==> src/rtl/stream_upsizer_if.sv <==
// Stream bundle for the width up-converter.
//   s_*  : narrow input stream (data, last, valid in; ready out of the block)
//   m_*  : wide output stream (lanes, keep, last, valid out; ready into the block)
//   slave  : view taken by the up-converter itself
//   master : view taken by the producer/consumer side (testbench)
interface stream_upsizer_if #(
  parameter int T_DATA_WIDTH = 4,
  parameter int T_DATA_RATIO = 2
);
  logic [T_DATA_WIDTH-1:0] s_data_i;
  logic                    s_last_i;
  logic                    s_valid_i;
  logic                    s_ready_o;
  logic [T_DATA_WIDTH-1:0] m_data_o [T_DATA_RATIO];
  logic [T_DATA_RATIO-1:0] m_keep_o;
  logic                    m_last_o;
  logic                    m_valid_o;
  logic                    m_ready_i;

  modport slave (
    input  s_data_i, s_last_i, s_valid_i, m_ready_i,
    output s_ready_o, m_data_o, m_keep_o, m_last_o, m_valid_o
  );

  modport master (
    output s_data_i, s_last_i, s_valid_i, m_ready_i,
    input  s_ready_o, m_data_o, m_keep_o, m_last_o, m_valid_o
  );
endinterface

==> src/rtl/stream_upsizer.sv <==
// Width up-converter: packs up to T_DATA_RATIO narrow beats into one wide word
// with a per-lane keep mask; a packet end (s_last_i) flushes a partial word.
// Ports:
//   clk   : clock, rising edge
//   rst_n : asynchronous active-low reset
//   bus   : stream_upsizer_if.slave (s_* narrow input, m_* wide output)

// One lane: accumulator slot plus its output register slot.
module stream_upsizer_lane #(
  parameter int T_DATA_WIDTH = 4
) (
  input  logic                    clk,
  input  logic                    rst_n,
  input  logic                    i_wr,    // accepted beat targets this lane
  input  logic                    i_cmpl,  // accepted beat completes the word
  input  logic [T_DATA_WIDTH-1:0] i_data,
  output logic [T_DATA_WIDTH-1:0] o_data,
  output logic                    o_keep
);
  logic [T_DATA_WIDTH-1:0] r_acc;
  logic                    r_acc_keep;
  logic [T_DATA_WIDTH-1:0] r_out;
  logic                    r_out_keep;

  always_ff @(posedge clk or negedge rst_n) begin
    if (!rst_n) begin
      r_acc      <= '0;
      r_acc_keep <= 1'b0;
      r_out      <= '0;
      r_out_keep <= 1'b0;
    end else if (i_cmpl) begin
      // completing beat bypasses the accumulator straight into the output
      r_out      <= i_wr ? i_data : r_acc;
      r_out_keep <= i_wr | r_acc_keep;
      r_acc      <= '0;
      r_acc_keep <= 1'b0;
    end else if (i_wr) begin
      r_acc      <= i_data;
      r_acc_keep <= 1'b1;
    end
  end

  assign o_data = r_out;
  assign o_keep = r_out_keep;
endmodule

module stream_upsizer #(
  parameter int T_DATA_WIDTH = 4,
  parameter int T_DATA_RATIO = 2
) (
  input  logic             clk,
  input  logic             rst_n,
  stream_upsizer_if.slave  bus
);
  localparam int CW = (T_DATA_RATIO > 1) ? $clog2(T_DATA_RATIO) : 1;

  logic [CW-1:0]                            r_count;
  logic                                     r_m_valid;
  logic                                     r_m_last;
  logic                                     w_s_ready;
  logic                                     w_acc_beat;
  logic                                     w_cmpl;
  logic [T_DATA_RATIO-1:0][T_DATA_WIDTH-1:0] w_data;
  logic [T_DATA_RATIO-1:0]                  w_keep;

  // output register frees up either when empty or when draining this edge
  assign w_s_ready  = !r_m_valid || bus.m_ready_i;
  assign w_acc_beat = bus.s_valid_i && w_s_ready;
  assign w_cmpl     = w_acc_beat && ((r_count == CW'(T_DATA_RATIO-1)) || bus.s_last_i);

  genvar i;
  generate
    for (i = 0; i < T_DATA_RATIO; i++) begin : g_lane
      stream_upsizer_lane #(.T_DATA_WIDTH(T_DATA_WIDTH)) u_lane (
        .clk    (clk),
        .rst_n  (rst_n),
        .i_wr   (w_acc_beat && (r_count == CW'(i))),
        .i_cmpl (w_cmpl),
        .i_data (bus.s_data_i),
        .o_data (w_data[i]),
        .o_keep (w_keep[i])
      );
      assign bus.m_data_o[i] = w_data[i];
    end
  endgenerate

  always_ff @(posedge clk or negedge rst_n) begin
    if (!rst_n) begin
      r_count   <= '0;
      r_m_valid <= 1'b0;
      r_m_last  <= 1'b0;
    end else begin
      if (w_acc_beat)
        r_count <= w_cmpl ? '0 : r_count + CW'(1);
      // a load on the drain edge keeps valid high
      if (w_cmpl) begin
        r_m_valid <= 1'b1;
        r_m_last  <= bus.s_last_i;
      end else if (bus.m_ready_i) begin
        r_m_valid <= 1'b0;
      end
    end
  end

  assign bus.s_ready_o = w_s_ready;
  assign bus.m_keep_o  = w_keep;
  assign bus.m_last_o  = r_m_last;
  assign bus.m_valid_o = r_m_valid;
endmodule

==> src/flat_wrapper.sv <==
// flat-port wrapper written by rule: the top's interface ports become plain ports
module stream_upsizer_flat 
#(
  parameter int T_DATA_WIDTH = 4,
  parameter int T_DATA_RATIO = 2
)
  (clk, rst_n, bus_s_data_i, bus_s_last_i, bus_s_valid_i, bus_m_ready_i, bus_s_ready_o, bus_m_data_o, bus_m_keep_o, bus_m_last_o, bus_m_valid_o);
  stream_upsizer_if #(.T_DATA_WIDTH(T_DATA_WIDTH), .T_DATA_RATIO(T_DATA_RATIO)) bus_i ();
  input  logic clk;
  input  logic rst_n;
  input wire logic [$bits(bus_i.s_data_i)-1:0] bus_s_data_i;
  input wire logic [$bits(bus_i.s_last_i)-1:0] bus_s_last_i;
  input wire logic [$bits(bus_i.s_valid_i)-1:0] bus_s_valid_i;
  input wire logic [$bits(bus_i.m_ready_i)-1:0] bus_m_ready_i;
  output wire logic [$bits(bus_i.s_ready_o)-1:0] bus_s_ready_o;
  output wire logic [$bits(bus_i.m_data_o)-1:0] bus_m_data_o;
  output wire logic [$bits(bus_i.m_keep_o)-1:0] bus_m_keep_o;
  output wire logic [$bits(bus_i.m_last_o)-1:0] bus_m_last_o;
  output wire logic [$bits(bus_i.m_valid_o)-1:0] bus_m_valid_o;
  assign bus_i.s_data_i = bus_s_data_i;
  assign bus_i.s_last_i = bus_s_last_i;
  assign bus_i.s_valid_i = bus_s_valid_i;
  assign bus_i.m_ready_i = bus_m_ready_i;
  assign bus_s_ready_o = bus_i.s_ready_o;
  assign bus_m_data_o = {>>{bus_i.m_data_o}};
  assign bus_m_keep_o = bus_i.m_keep_o;
  assign bus_m_last_o = bus_i.m_last_o;
  assign bus_m_valid_o = bus_i.m_valid_o;
  stream_upsizer #(.T_DATA_WIDTH(T_DATA_WIDTH), .T_DATA_RATIO(T_DATA_RATIO)) u_core (.clk(clk), .rst_n(rst_n), .bus(bus_i));
endmodule
==> config.mk <==
export PLATFORM = sky130hd
export DESIGN_NAME = stream_upsizer_flat
export DESIGN_NICKNAME = d
export VERILOG_FILES = /design/src/rtl/stream_upsizer_if.sv /design/src/rtl/stream_upsizer.sv /design/src/flat_wrapper.sv
export SDC_FILE = /design/constraint.sdc
export NUM_CORES = 1
export LEC_CHECK = 0
export CORE_MARGIN = 1
export CORE_UTILIZATION = 44
export CTS_CLUSTER_SIZE = 20
export DETAILED_ROUTE_END_ITERATION = 16
export PLACE_DENSITY = 0.72
export SYNTH_ARGS = -nofsm -noshare
export SYNTH_HDL_FRONTEND = slang
export SYNTH_SLANG_ARGS = --single-unit
==> constraint.sdc <==
create_clock -name clk -period 1.3 [get_ports clk]
set_input_delay 0.26 -clock clk [delete_from_list [all_inputs] [get_ports clk]]
set_output_delay 0.26 -clock clk [all_outputs]
set_load 0.02 [all_outputs]
Fig. 1: run 1, clock network drawn from the DEF
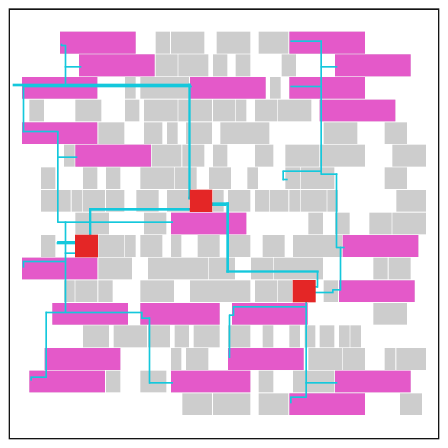
Red marks cells driving clock nets, count 3. Cyan marks clock wires, length 292 µm. Magenta marks flip-flops, count 23.
Position of the flops: all over the die.

Fig. 2: run 1, register map, names as in the netlist
Other sequential cells in the stronger gray, the rest of the logic in the fainter gray.
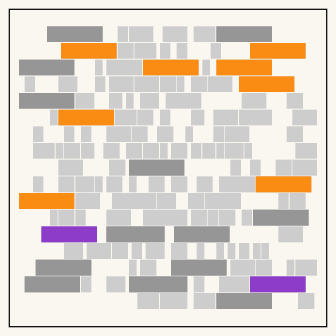
Orange marks u_core.g_lane.u_lane.o_data, placed flops 8. Purple marks u_core.g_lane.u_lane.r_acc_keep, placed flops 2.
Another 13 sequential cells are not colored.
Flop area: 578 µm²
Sequential Power: 1.02 mW
Seq/total area: 37.3%
final core utilization: 68.8%

==> flow_metrics.tcl, run 1 <==
# metrics dict for downstream scripts
set metrics [dict create \
    max_freq_ghz 0.792 \
    die_h_um 51.5 \
    relSlewSlack_pct 81.2 \
    tightest_slew_ns 0.280 \
    clock_path_buffers 2 \
    crit_fanout 3 \
    status "complete, no violations" \
    yosys_warnings 0 \
    drive_above_1_share_pct 45.5 \
    hold_viol 0 \
    cts_made_buffers 3 \
    ioPinCount 22 \
    crit_path_max_incr_delay_ns 0.42 \
    drtPass1Iterations 4 \
    wl_per_cell_um 15.2 \
    hp-class "in2async" \
    synth_top_area_share_pct 53.3 \
    fin_crit_sh_pct 97.1 \
    worst-path-buf-inv 1 \
    die-area_um2 2660 \
    ys_sh_adder_pct 0 \
    rows 17 \
    place_congestion 0.775 \
    ys_ff 23 \
    powerDensity_nw_per_um2 1610 \
    timing.setup.tns_ns 0 \
    synthToLayoutAreaGrowth_pct 43.6 \
]
Fig. 3: run 1, placement by cell class
The bar under the picture is 20 µm long.
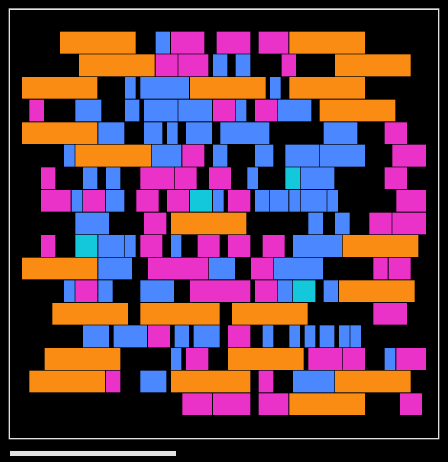
Magenta marks other buffers and delay cells, cells 51. Orange marks flip-flops, cells 23. Blue marks all other logic, cells 65. Cyan marks clock drivers and dummy loads, cells 4.
core area: 2250 µm²
post-route cell area: 1550 µm²

run 1: worst paths after layout:
kind / from / endpoint / slack (ns) / cells past startpoint
setup / recovery: u_core.g_lane[1].u_lane.o_data[0] / bus_m_data_o[0] / 0.04 / 1
hold / removal: rst_n / u_core.g_lane[1].u_lane.o_data[1] / 0.28 / 2
setup reg to reg: u_core.bus.m_valid_o / u_core.g_lane[0].u_lane.r_acc_keep / 0.05 / 4
hold reg to reg: u_core.g_lane[0].u_lane.r_acc_keep / u_core.g_lane[0].u_lane.o_keep / 0.51 / 1
max in group asynchronous: rst_n / u_core.r_count / 0.79 / 2
min in group clk: bus_s_last_i / u_core.bus.m_last_o / 0.45 / 3
run 1: state kept, by name (all words and copies together), names as in the netlist:
signal and flops:
u_core.g_lane.u_lane.r_acc_keep 2, u_core.g_lane.u_lane.o_data 8, u_core.g_lane.u_lane.o_keep 2, u_core.bus.m_last_o 1, u_core.r_count 1, u_core.bus.m_valid_o 1
u_core.g_lane.u_lane.r_acc 8
run 1: synthesized netlist by cell type (3+ instances only):
| library cell | n |
|---|---|
| dfrtp_1 | 23 |
| clkbuf_1 | 4 |
| nor2_1 | 6 |
| a41oi_1 | 8 |
| buf_6 | 3 |
| o21ai_0 | 5 |
| nand4_1 | 4 |
| nor3_1 | 9 |
| o221a_2 | 4 |
| o221a_1 | 4 |
| inv_1 | 13 |
run 1: routing by layer:
metal  GRT usage (%)  vias up
met3            6.73        6
li1                -      445
met4            7.21        0
met1            29.0      454
met2            36.4       23
met5               0        -
run 1: layout by cell type, fill, tap and decap left out, types with 5 or more instances in the layout:
master | Yosys | final
o21ai_0 | 5 | 5
buf_4 | 2 | 27
clkdlybuf4s50_1 | 0 | 7
nor2_1 | 6 | 6
nor3_1 | 9 | 9
dfrtp_1 | 23 | 21
inv_1 | 13 | 13
clkdlybuf4s15_2 | 0 | 5
run 1: kinds of logic after synthesis:
logic type             Yosys count
buffers and inverters           24
muxes                            2
DFF                             23
and+or+nand+nor                 25
AOI/OAI and AO/OA               25
run 1: power breakdown:
part           switching [mW]  total [mW]  internal (mW)
Combinational           0.532        1.13          0.600
Sequential              0.131        1.02          0.889
Clock                   0.226       0.341          0.116
Total                   0.888        2.49           1.60
run 1: layout make-up:
class	instances	area share, %
flip-flops and latches	23	37.3
repair buffers	51	28.3
multi-input cells	52	27.2
inverters	13	3.15
well taps	28	2.26
clock buffers	3	1.45
clock inverters	1	0.323
run 1: stage by stage:
step	hold slack, ns	setup slack (ns)
finish	0.276	0.0378
global route	0.290	-0.00900
CTS	0.287	0.00136
detailed placement	0.486	-0.391
global placement	0.476	-0.381
floorplan	-0.0356	-0.0310
run 1: what timing repair did:
action	CTS	global route
setup buffers	0	8
gates resized	39	17
endpoints found under the setup margin	15	23
## Run 2: what changed since run 1
--- a/config.mk
+++ b/config.mk
@@ -10,6 +10,7 @@
 export CTS_CLUSTER_SIZE = 20
 export DETAILED_ROUTE_END_ITERATION = 16
 export PLACE_DENSITY = 0.72
+export REMOVE_ABC_BUFFERS = 1
 export SYNTH_ARGS = -nofsm -noshare
 export SYNTH_HDL_FRONTEND = slang
 export SYNTH_SLANG_ARGS = --single-unit
==> run 2 against run 1 <==
Net effect: first-iteration DRC count up 25%; critical path depth up 4; routed wire length down 0.35%; clock-buffer cell count up 1; via count down 0.11%; synthesized cell count unchanged; maximum frequency down 1.1%; largest cell class unchanged; largest power group is now sequential cells.
==> flow_metrics.tcl, run 2 <==
# metrics dict for downstream scripts
set metrics [dict create \
    status "complete, no violations" \
    ys_area_um2 1080 \
    final-seq-area_um2 577 \
    relSlewSlack_pct 80.4 \
    stdcell_area_um2 1480 \
    max_freq_ghz 0.784 \
    area_leaders "dfrtp_1 (53%), a41oi_1 (6.5%), inv_1 (4.5%)" \
    layout_min_cycle_time_ns 1.28 \
    cts_made_buffers 3 \
    synth_top_cell_by_count "dfrtp_1" \
    syn_inst 99 \
    place_congestion 0.857 \
    lay_top_cells "dfrtp_1 (22), buf_4 (16), inv_1 (13)" \
    fin_crit_sh_pct 98.2 \
    drtPass1Iterations 4 \
    hp-class "in2async" \
    synth_top_area_share_pct 53.3 \
    yosys_warnings 0 \
    comb_area_um2 414 \
    synthArstFlopShare_pct 100 \
    synthToLayoutAreaGrowth_pct 37.2 \
    crit_arrival_ns 1.49 \
    common_cells "dfrtp_1 (23), inv_1 (13), nor3_1 (9)" \
    timing.setup.tns_ns 0 \
    hold_viol 0 \
    die_h_um 51.5 \
    rows 17 \
    layout.cells.most_common "dfrtp_1" \
    ant_nets 0 \
    antenna_found_initial 0 \
    dp_slack_ns -0.529 \
    warning_count 25 \
    die-area_um2 2660 \
    powerDensity_nw_per_um2 1610 \
    drive_above_1_share_pct 35.8 \
    crit_fanout 8 \
    clock_path_buffers 2 \
    ioPinCount 22 \
    finalWorstSetupSlack_ns 0.0239 \
    fp.coreArea_um2 2250 \
    tightest_slew_ns 0.294 \
]
run 2: cell types whose count changed in the layout (fill, tap and decap cells not counted), sizes merged:
cell	before	now
dlygate4sd2	0	1
clkdlybuf4s50	7	6
clkbuf	6	8
clkdlybuf4s15	5	6
clkinv	1	0
buf	35	24
run 2: power breakdown:
group          internal, mW  leakage [nW]  total, mW  switching (mW)
clock network         0.120        0.0150      0.336           0.216
logic                 0.509         0.362       1.01           0.500
registers             0.888         0.287       1.04           0.148
total                  1.52         0.664       2.38           0.864
run 2: per-layer routing:
| layer | track usage (%) | vias up | part of all wire (%) |
|---|---|---|---|
| li1 | - | 424 | - |
| met1 | 28.2 | 472 | 46 |
| met2 | 35.9 | 29 | 48 |
| met3 | 2.05 | 2 | 4.6 |
| met4 | 8.11 | 0 | 1.1 |
| met5 | 0 | - | 0 |
run 2: final cells by class:
class                      instances  area share [%]
sequential                        23            38.9
multi-input combinational         52            28.0
timing repair buffer              42            25.7
inverter                          13            3.29
tap                               28            2.36
clock buffer                       4            1.77
run 2: final timing paths:
kind,from,endpoint,slack (ns),cells after the start
worst max-delay path,u_core.bus.m_valid_o,u_core.g_lane[1].u_lane.o_data[0],0.02,5
worst min-delay path,rst_n,u_core.g_lane[1].u_lane.o_data[3],0.29,2
worst max register to register,u_core.bus.m_valid_o,u_core.g_lane[1].u_lane.o_data[0],0.02,5
worst min register to register,u_core.g_lane[0].u_lane.r_acc_keep,u_core.g_lane[0].u_lane.o_keep,0.50,1
max in group asynchronous,rst_n,u_core.r_count,0.77,2
min in group clk,u_core.g_lane[0].u_lane.r_acc_keep,u_core.g_lane[0].u_lane.o_keep,0.50,1
run 2: critical path, cell delays in order, from the launching register on:
cell and delay [ns]:
dfrtp_1 0.41, nand2b_4 0.07, buf_8 0.12, and2_4 0.18
buf_12 0.14, o221a_2 0.25
run 2: logic make-up (layout without fill, tap and decap cells):
logic type,Yosys count,count (layout),share of synthesized area [%]
flip-flops,23,23,53.3
AND-OR/OR-AND,25,25,20.6
multiplexers,2,2,2.09
AND/OR/NAND/NOR,25,25,12.6
buffers and inverters,24,59,11.4
run 2: stage by stage:
| stage | power, mW | utilization [%] | hold slack [ns] |
|---|---|---|---|
| detailed placement | 2.05 | 62.6 | 0.478 |
| global route | 2.50 | 65.7 | 0.319 |
| CTS | 2.33 | 64.1 | 0.294 |
| finish | 2.38 | 65.7 | 0.286 |
| floorplan | 1.52 | - | -0.0356 |
| global placement | 2.03 | 62.6 | 0.471 |
run 2: repair_timing:
action | CTS | global route
gates resized | 37 | 17
buffers inserted | 0 | 3
setup endpoints to repair | 24 | 18
hold buffers | 0 | 0
Fig. 4: run 2, clock network drawn from the DEF
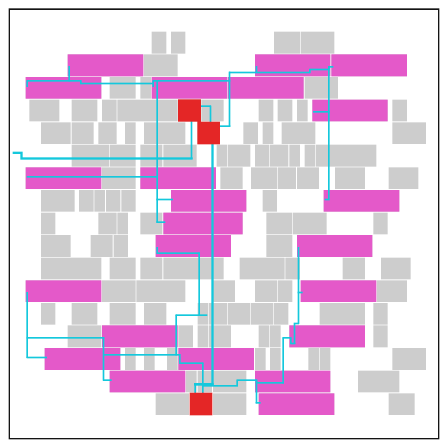
Red marks cells driving clock nets, count 3. Magenta marks flip-flops, count 23. Cyan marks clock wires, length 271 µm.
There are 4 routed clock nets.
power in the clock group: 336 µW
Late-Pin Clk Latency: 0.31 ns
final clock skew: 0.00277 ns
power share of the clock group: 14.1%

Fig. 5: run 2, congestion heat map
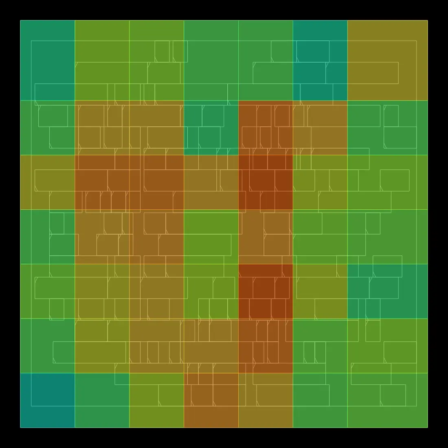
gr usage total: 21.3%
WL per Instance: 16.0 µm
met2 Track Usage GR: 35.9%
grt met1 use: 28.2%

## Run 3: what changed since run 2
--- a/config.mk
+++ b/config.mk
@@ -6,10 +6,11 @@
 export NUM_CORES = 1
 export LEC_CHECK = 0
 export CORE_MARGIN = 1
-export CORE_UTILIZATION = 44
+export CORE_UTILIZATION = 47
+export CTS_BUF_LIST = sky130_fd_sc_hd__clkbuf_8
 export CTS_CLUSTER_SIZE = 20
 export DETAILED_ROUTE_END_ITERATION = 16
-export PLACE_DENSITY = 0.72
+export PLACE_DENSITY = 0.76
 export REMOVE_ABC_BUFFERS = 1
 export SYNTH_ARGS = -nofsm -noshare
 export SYNTH_HDL_FRONTEND = slang
==> run 3 against run 2 <==
Net effect: non-clock buffer count grew 6; global-route usage up 4.1 points; clock power grew 32%; hold slack improved by 0.053 ns; clock skew is 0.0011 ns higher; synthesized area unchanged; die area decreased by 6.2%; total power is 5.3% higher; routed wire length is 9.6% higher; flip-flop count is the same; highest routed layer unchanged; synthesized cell count is the same; sequential share of layout area fell by 1.6 points.
==> flow_metrics.tcl, run 3 <==
# metrics dict for downstream scripts
set metrics [dict create \
    status "complete, no violations" \
    hp-class "in2async" \
    synthToLayoutAreaGrowth_pct 43.0 \
    postCtsHoldBufs 0 \
    syn_inst 99 \
    die_h_um 49.9 \
    powerDensity_nw_per_um2 1620 \
    ys_ff 23 \
    layout_min_cycle_time_ns 1.27 \
    layout.cells.most_common "buf_4" \
    warning_count 25 \
    rows 16 \
    dp_slack_ns -0.392 \
    clock_path_buffers 2 \
    fp.coreArea_um2 2060 \
    tightest_slew_ns 0.290 \
    rr_worst_depth 5 \
    clkSinkCount 23 \
    power_frac_seq_pct 41.5 \
    drive_above_1_share_pct 33.3 \
    drtPass1Iterations 4 \
    place_congestion 0.853 \
    synth_top_cell_by_count "dfrtp_1" \
    swShare_pct 35.4 \
    insertion_delay_ns 0.26 \
    synthArstFlopShare_pct 100 \
    p_switching_uw 889 \
    timing.setup.tns_ns 0 \
    antenna_found_initial 0 \
    yosys_warnings 0 \
    ant_nets 0 \
    share_comb_of_total_power_pct 40.8 \
    grt_pass1_vias 984 \
    finalWorstSetupSlack_ns 0.0262 \
    relSlewSlack_pct 80.6 \
    ys_area_um2 1080 \
    common_cells "dfrtp_1 (23), inv_1 (13), nor3_1 (9)" \
    area_leaders "dfrtp_1 (53%), a41oi_1 (6.5%), inv_1 (4.5%)" \
    wl_per_cell_um 16.9 \
    max_freq_ghz 0.785 \
    crit_arrival_ns 1.43 \
    p_clk_share_pct 17.7 \
]
==> run 3: cell counts after synthesis <==
Identical to the previous run, type by type.
==> run 3: worst paths after layout <==
kind	startpoint	end	slack (ns)
min reg2reg	u_core.g_lane[0].u_lane.r_acc_keep	u_core.g_lane[0].u_lane.o_keep	0.51
max in group asynchronous	rst_n	u_core.r_count	0.72
max reg2reg	u_core.bus.m_valid_o	u_core.g_lane[0].u_lane.o_data[2]	0.03
max	u_core.bus.m_valid_o	u_core.g_lane[0].u_lane.o_data[2]	0.03
min in group clk	u_core.g_lane[0].u_lane.r_acc_keep	u_core.g_lane[0].u_lane.o_keep	0.51
min	rst_n	u_core.g_lane[1].u_lane.r_acc[3]	0.34
==> run 3: layer usage <==
layer | track usage, % | share of wire, %
met1 | 36.0 | 45
met3 | 2.78 | 6.8
met4 | 10.0 | 0.46
met2 | 39.6 | 48
met5 | 0 | 0
==> run 3: cells by family after synthesis <==
logic type             count (synthesis)  share of synthesized area, %
DFF                                   23                          53.3
and+or+nand+nor                       25                          12.6
AOI/OAI and AO/OA                     25                          20.6
buffers and inverters                 24                          11.4
muxes                                  2                          2.09
==> run 3: worst max-delay path, stage by stage (launching register included) <==
cell and delay [ns]:
dfrtp_1 0.41, nand2b_4 0.08, buf_6 0.11, nand3_1 0.13
buf_6 0.18, o221a_2 0.25
==> run 3: power by group through the flow <==
stage	sequential (mW)	combinational (mW)	clock, mW
floorplan	1.20	0.319	0
global placement	1.04	1.02	0
detailed placement	1.05	1.04	0
CTS	1.03	0.972	0.445
global route	1.06	1.09	0.480
finish	1.04	1.02	0.443
==> run 3: area by class of cell <==
class / count / area (µm²)
clock buffers: 3 / 41.3
clock inverters: 1 / 5.00
flip-flops and latches: 23 / 577
multi-input cells: 53 / 417
well taps: 27 / 33.8
fillers: 145 / 518
repair buffers: 48 / 422
inverters: 13 / 48.8
==> run 3: per-stage QoR <==
step / power (mW) / hold slack (ns) / utilization (%)
after floorplan: 1.52 / -0.0356 / -
after global placement: 2.06 / 0.476 / 69.7
after detailed placement: 2.09 / 0.488 / 69.7
after CTS: 2.44 / 0.347 / 72.9
after global routing: 2.63 / 0.367 / 74.9
final: 2.51 / 0.339 / 74.9
==> run 3: what timing repair did <==
action                                  CTS  global route
resized                                  19            11
setup buffers                             1             1
endpoints found under the setup margin   31            21
gates cloned                              1             0
Fig. 6: run 3, floorplan with the power grid
Pins as bars on the die edge. Tap cells in gray.
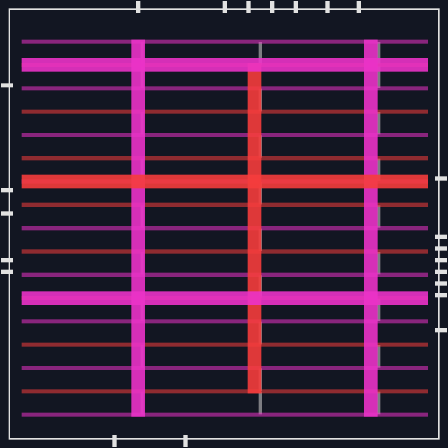
Red marks VDD. Magenta marks VSS.
3 straps on met4. 3 straps on met5. The core has 16 rows. 17 met1 rails follow the rows.

Fig. 7: run 3, congestion heat map
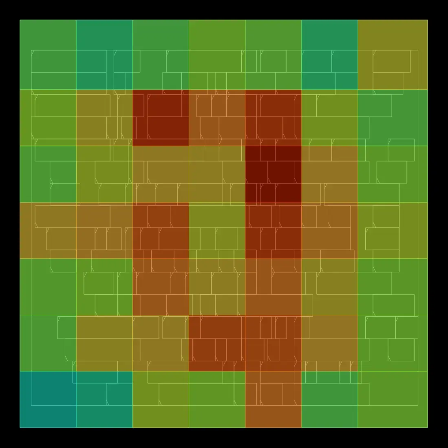
gr usage total: 25.4%
met2 Track Usage GR: 39.6%
final core utilization: 74.9%
grt met1 use: 36.0%
GR Layer Usage met3: 2.78%

Power and IR drop assume default switching activity.
